**Track usage over the die**

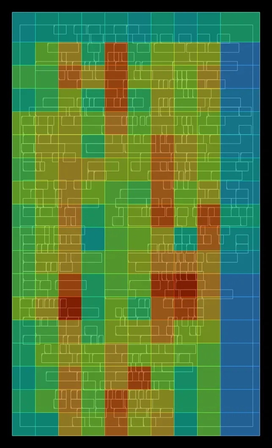
**Sizing map**

The bar under the picture is 20 µm long.
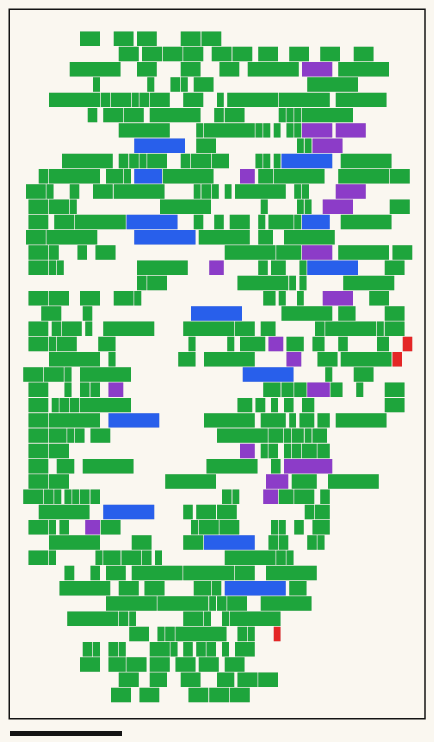
**Where the registers sit**

The bar under the picture is 20 µm long. Other sequential cells in the stronger grey, the rest of the logic in the fainter grey.
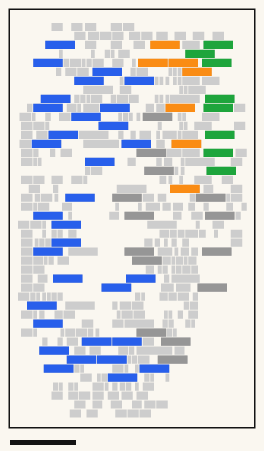
**Placed cells, one colour a class**

The bar under the picture is 20 µm long.
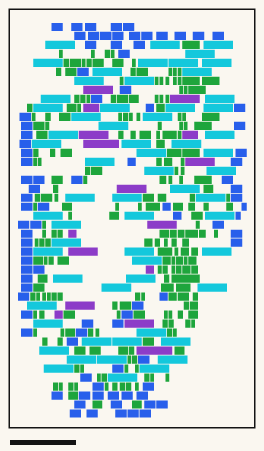
**Selected gate families**

The bar under the picture is 20 µm long.
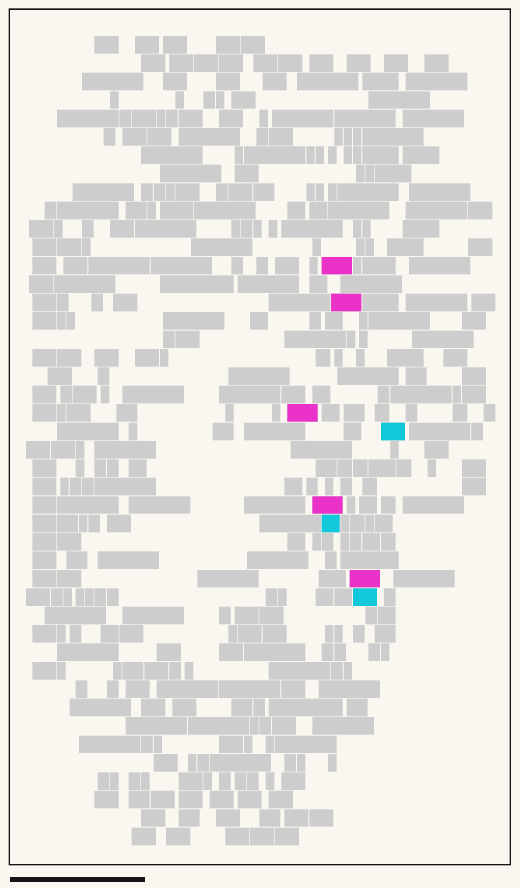
### config.mk
export PLATFORM = sky130hd
export DESIGN_NAME = trng_ring_collector
export DESIGN_NICKNAME = d
export VERILOG_FILES = /design/src/rtl/trng_pkg.sv /design/src/rtl/trng_ring_core.sv /design/src/rtl/trng_ring_collector.sv
export SDC_FILE = /design/constraint.sdc
export NUM_CORES = 1
export LEC_CHECK = 0
export CAP_MARGIN = 20
export CORE_ASPECT_RATIO = 1.75
export CORE_MARGIN = 2
export CORE_UTILIZATION = 35
export CTS_CLUSTER_DIAMETER = 120
export DETAILED_ROUTE_END_ITERATION = 8
export PLACE_DENSITY = 0.68
export SKIP_CTS_REPAIR_TIMING = 1
export SLEW_MARGIN = 30
export SYNTH_ARGS = -nofsm -noshare
export SYNTH_HDL_FRONTEND = slang
export SYNTH_SLANG_ARGS = --single-unit
### constraint.sdc
create_clock -name i_clk -period 3.45 [get_ports i_clk]
set_clock_uncertainty 0.2 [all_clocks]
set_input_delay 0.345 -clock i_clk [delete_from_list [all_inputs] [get_ports i_clk]]
set_output_delay 0.345 -clock i_clk [all_outputs]
set_load 0.01 [all_outputs]
### src/rtl/trng_pkg.sv
// trng_pkg: default ring generator taps and a parameter-legality check.
package trng_pkg;
  localparam logic [15:0] TAPS16 = 16'h3400;
  localparam logic [31:0] TAPS32 = 32'h0410_8210;
  localparam logic [63:0] TAPS64 = 64'h5800_0000_0000_0000;
  function automatic logic params_ok(int width, int no_inj, int inj_base, int inj_stride,
                                     int decim, int out_w, int rct_limit);
    return width >= 8 && no_inj >= 1 && inj_base >= 0 && inj_stride >= 1 &&
           inj_base + (no_inj - 1) * inj_stride < width - 1 &&
           decim >= 1 && out_w >= 2 && rct_limit >= 2;
  endfunction
endpackage

### src/rtl/trng_ring_core.sv
// trng_ring_core: Galois ring generator state register with entropy injection.
module trng_ring_core #(
  parameter int WIDTH = 32,
  parameter logic [WIDTH-1:0] TAPS = 32'h0410_8210,
  parameter int NO_INJ = 5,
  parameter int INJ_BASE = 2,
  parameter int INJ_STRIDE = 3
) (
  input  logic              i_clk,
  input  logic              i_rst,
  input  logic              i_en,
  input  logic              i_load,
  input  logic [NO_INJ-1:0] i_w,
  input  logic [WIDTH-1:0]  i_seed,
  output logic [WIDTH-1:0]  o_state
);
  logic [WIDTH-1:0] state_q, state_d, inj;
  always_comb begin
    inj = '0;
    for (int j = 0; j < NO_INJ; j++) inj[INJ_BASE + j * INJ_STRIDE] = i_w[j];
    state_d = i_load ? i_seed :
              i_en   ? ({state_q[0], state_q[WIDTH-1:1]} ^
                        ({1'b0, TAPS[WIDTH-2:0]} & {WIDTH{state_q[0]}}) ^ inj) :
                       state_q;
  end
  always_ff @(posedge i_clk or posedge i_rst)
    if (i_rst) state_q <= '0;
    else       state_q <= state_d;
  assign o_state = state_q;
endmodule

### src/rtl/trng_ring_collector.sv
// trng_ring_collector: ring generator with decimation, word packing, valid/ready
// delivery, overrun flag and repetition-count health alarm.
module trng_ring_collector
  import trng_pkg::*;
#(
  parameter int WIDTH = 32,
  parameter logic [WIDTH-1:0] TAPS = TAPS32,
  parameter int NO_INJ = 5,
  parameter int INJ_BASE = 2,
  parameter int INJ_STRIDE = 3,
  parameter int DECIM = 4,
  parameter int OUT_W = 8,
  parameter int RCT_LIMIT = 32
) (
  input  logic              i_clk,
  input  logic              i_rst,
  input  logic              i_en,
  input  logic [NO_INJ-1:0] i_w,
  input  logic              i_load,
  input  logic [WIDTH-1:0]  i_seed,
  input  logic              i_clr,
  input  logic              i_ready,
  output logic              o_valid,
  output logic [OUT_W-1:0]  o_word,
  output logic [WIDTH-1:0]  o_state,
  output logic              o_pulse,
  output logic              o_overrun,
  output logic              o_alarm
);
  localparam int DW = DECIM > 1 ? $clog2(DECIM) : 1;
  localparam int CW = $clog2(OUT_W);
  localparam int RW = $clog2(RCT_LIMIT + 1);
  if (!params_ok(WIDTH, NO_INJ, INJ_BASE, INJ_STRIDE, DECIM, OUT_W, RCT_LIMIT)) begin : g_bad
    $error("trng_ring_collector: illegal parameter set");
  end
  logic [WIDTH-1:0] state;
  logic [DW-1:0] dcnt_q, dcnt_d;
  logic [CW-1:0] bcnt_q, bcnt_d;
  logic [RW-1:0] run_q, run_d, run_inc;
  logic [OUT_W-2:0] sh_q, sh_d;
  logic [OUT_W-1:0] word_q, word_d, new_word;
  logic last_q, last_d, valid_q, valid_d, ovr_q, ovr_d, alarm_q, alarm_d;
  logic samp, rise, done, ovf, deliver;
  trng_ring_core #(
    .WIDTH(WIDTH), .TAPS(TAPS), .NO_INJ(NO_INJ), .INJ_BASE(INJ_BASE), .INJ_STRIDE(INJ_STRIDE)
  ) u_core (
    .i_clk(i_clk), .i_rst(i_rst), .i_en(i_en), .i_load(i_load),
    .i_w(i_w), .i_seed(i_seed), .o_state(state)
  );
  always_comb begin
    samp = i_en & ~i_load & (dcnt_q == DW'(DECIM - 1));
    // run_q == 0 marks "no sample since load/reset", so the next sample starts a run of 1
    run_inc = (run_q != '0 && state[0] == last_q) ?
              (run_q == RW'(RCT_LIMIT) ? run_q : run_q + 1'b1) : RW'(1);
    rise = samp & (run_inc == RW'(RCT_LIMIT));
    done = samp & (bcnt_q == CW'(OUT_W - 1));
    new_word = {state[0], sh_q};
    ovf = done & ~(alarm_q | rise) & valid_q & ~i_ready;
    deliver = done & ~(alarm_q | rise) & ~ovf;
    dcnt_d = i_load ? '0 : i_en ? (samp ? '0 : dcnt_q + 1'b1) : dcnt_q;
    bcnt_d = i_load ? '0 : samp ? (done ? '0 : bcnt_q + 1'b1) : bcnt_q;
    run_d = i_load ? '0 : samp ? run_inc : run_q;
    last_d = samp ? state[0] : last_q;
    sh_d = samp ? new_word[OUT_W-1:1] : sh_q;
    word_d = deliver ? new_word : word_q;
    valid_d = deliver | (valid_q & ~i_ready);
    ovr_d = ovf | (ovr_q & ~i_clr);
    alarm_d = rise | (alarm_q & ~i_clr);
  end
  always_ff @(posedge i_clk or posedge i_rst)
    if (i_rst) begin
      dcnt_q <= '0;
      bcnt_q <= '0;
      run_q <= '0;
      last_q <= 1'b0;
      sh_q <= '0;
      word_q <= '0;
      valid_q <= 1'b0;
      ovr_q <= 1'b0;
      alarm_q <= 1'b0;
    end else begin
      dcnt_q <= dcnt_d;
      bcnt_q <= bcnt_d;
      run_q <= run_d;
      last_q <= last_d;
      sh_q <= sh_d;
      word_q <= word_d;
      valid_q <= valid_d;
      ovr_q <= ovr_d;
      alarm_q <= alarm_d;
    end
  assign o_valid = valid_q;
  assign o_word = word_q;
  assign o_state = state;
  assign o_pulse = state[0];
  assign o_overrun = ovr_q;
  assign o_alarm = alarm_q;
endmodule

==> impl_metrics.toml <==
# physical design summary
[floorplanning]
coreArea_mm2 = 0.008313
io_pins = 87
floorplan.core_util = 0.3591

[flow_run]
cap_violations = 0
warnings = 27

[critical_path]
r2r_cells = 7
cpPeakStageDelay_ns = 0.48
worstSetupPathType = "register to register"
endpoint_kind = "register"
reg2reg_from = "run_q[0]$_DFFE_PP0P_"
slowest_stage = "dfrtp_1"
r2r_end = "o_word[4]$_DFFE_PP0P_"
path_cells = "inv_1, ha_1, nand3b_1, a311o_1, and3_4, o21ba_1, mux2_4"
cp-startpoint = "run_q[0]$_DFFE_PP0P_"
path_depth = 7
critPathMaxFanout = 9

[placed_design]
gp_congestion = 0.8082
hpwl_mm = 4.900

[power_and_ir_drop]
clkPwrFrac = 0.473
pwr-share-seq = 0.386
peakVddDrop_v = 0.0003634
p_sw_uw = 479.8
total_power_mw = 2.082
p_int_mw = 1.602
p_per_area_mw_per_mm2 = 489.3

[layout]
inverters = 5
drive_above_1_share = 0.09067
design_area_mm2 = 0.004255
stdcell_count = 501
postLayoutCoreUtil = 0.5119
layout.area.comb_mm2 = 0.001343
clkCellAreaFrac = 0.07880
sh_comb_area = 0.3155
largest_reg_flops = 32
lay_top_count = "clkdlybuf4s50_1"
clockBufferCount = 11
regArea_mm2 = 0.001526
dominant-cell-class = "sequential cells"
n_sequential_cell = 61

[grt]
grt_max_degree = 72
top_usage_layer = "met2"
antenna_found_initial = 0
grt_pass1_wl_mm = 11.52
grtUsageMet3 = 0.03200

[sta]
rsz0062_at_grt = "false"
fin_crit_ns = 2.599
timing.final.ws_setup_ns = 0.8508
hold_violations = 0
fin_crit_sh = 0.7534
worst_slew_pin_slew_ns = 0.5821
clock.fmax_ghz = 0.3847
timing.slew.headroom = 0.6120

[synthesis]
synth_area_leader_cell = "dfrtp_1"
yosys_most_used_dff = "dfrtp_1"
edf_count = 0
yosys.area_share.simple = 0.1542
ys_seq_share = 0.5113
syn_area_per_cell_um2 = 9.984
yosys_area_mm2 = 0.002985
mux_area_frac = 0.1174
syn-cell-area_mm2 = 0.002985
synthXorXnorAreaFrac = 0.04107
syn-num-nets = 347
aoi_share = 0.1161
synthDistinctLibCells = 36
adder_share = 0.02096
top_logic_kind = "simple AND/OR/NAND/NOR gates"
synth_top_area_share = 0.5113

[clock_network]
insertion_delay_ns = 0.32
root_buffer = "clkbuf_16"
cts_buffer_depth = 2
htree_levels = 3
clk_pin_slew_ns = 0.05
cts_buffers = 9
cts.sinks = 61

[routing]
dr.pass1.iters = 4
ant_nets = 0
drt-initial-drc-count = 140
drcViolationCount = 0
vias_per_cell = 4.731
finalWirelength_mm = 6.814

[outcome]
status = "finished, final reports clean"

[worst_hold_path]
hold_path.class = "input pin to asynchronous set/reset pin"
## Picture notes: 'track usage over the die'
met1 usage: 0.1909
detailed-route wire length per cell: 13.60 µm
total track usage: 0.1590

## Picture notes: 'sizing map'
[drive 3 to 4] purple | cells: 19 | share: 4.9% | most used: mux2_4
[drive 6 and up] blue | cells: 13 | share: 3.4% | most used: clkbuf_16
[drive 1 or less] green | cells: 351 | share: 91% | most used: clkdlybuf4s50_1
[drive 2] red | cells: 3 | share: 0.78% | most used: buf_2

## Picture notes: 'where the registers sit'
[`sh_q`] orange | sequential cells: 7
[`o_word`] green | sequential cells: 8 | where: upper right
[`u_core.o_state`] blue | sequential cells: 32
not coloured: 14

## Picture notes: 'placed cells, one colour a class'
[clock drivers and dummy loads] purple | cells: 16 | share of their area: 8.2%
[flip-flops] cyan | cells: 61 | share of their area: 37%
[other buffers and delay cells] blue | cells: 91 | share of their area: 22%
[all other logic] green | cells: 218 | share of their area: 33%

## Picture notes: 'selected gate families'
[adder and majority cells] magenta | cells: 5
[AND-OR and OR-AND gates] cyan | cells: 3

Power is estimated from default activity; no workload was simulated.
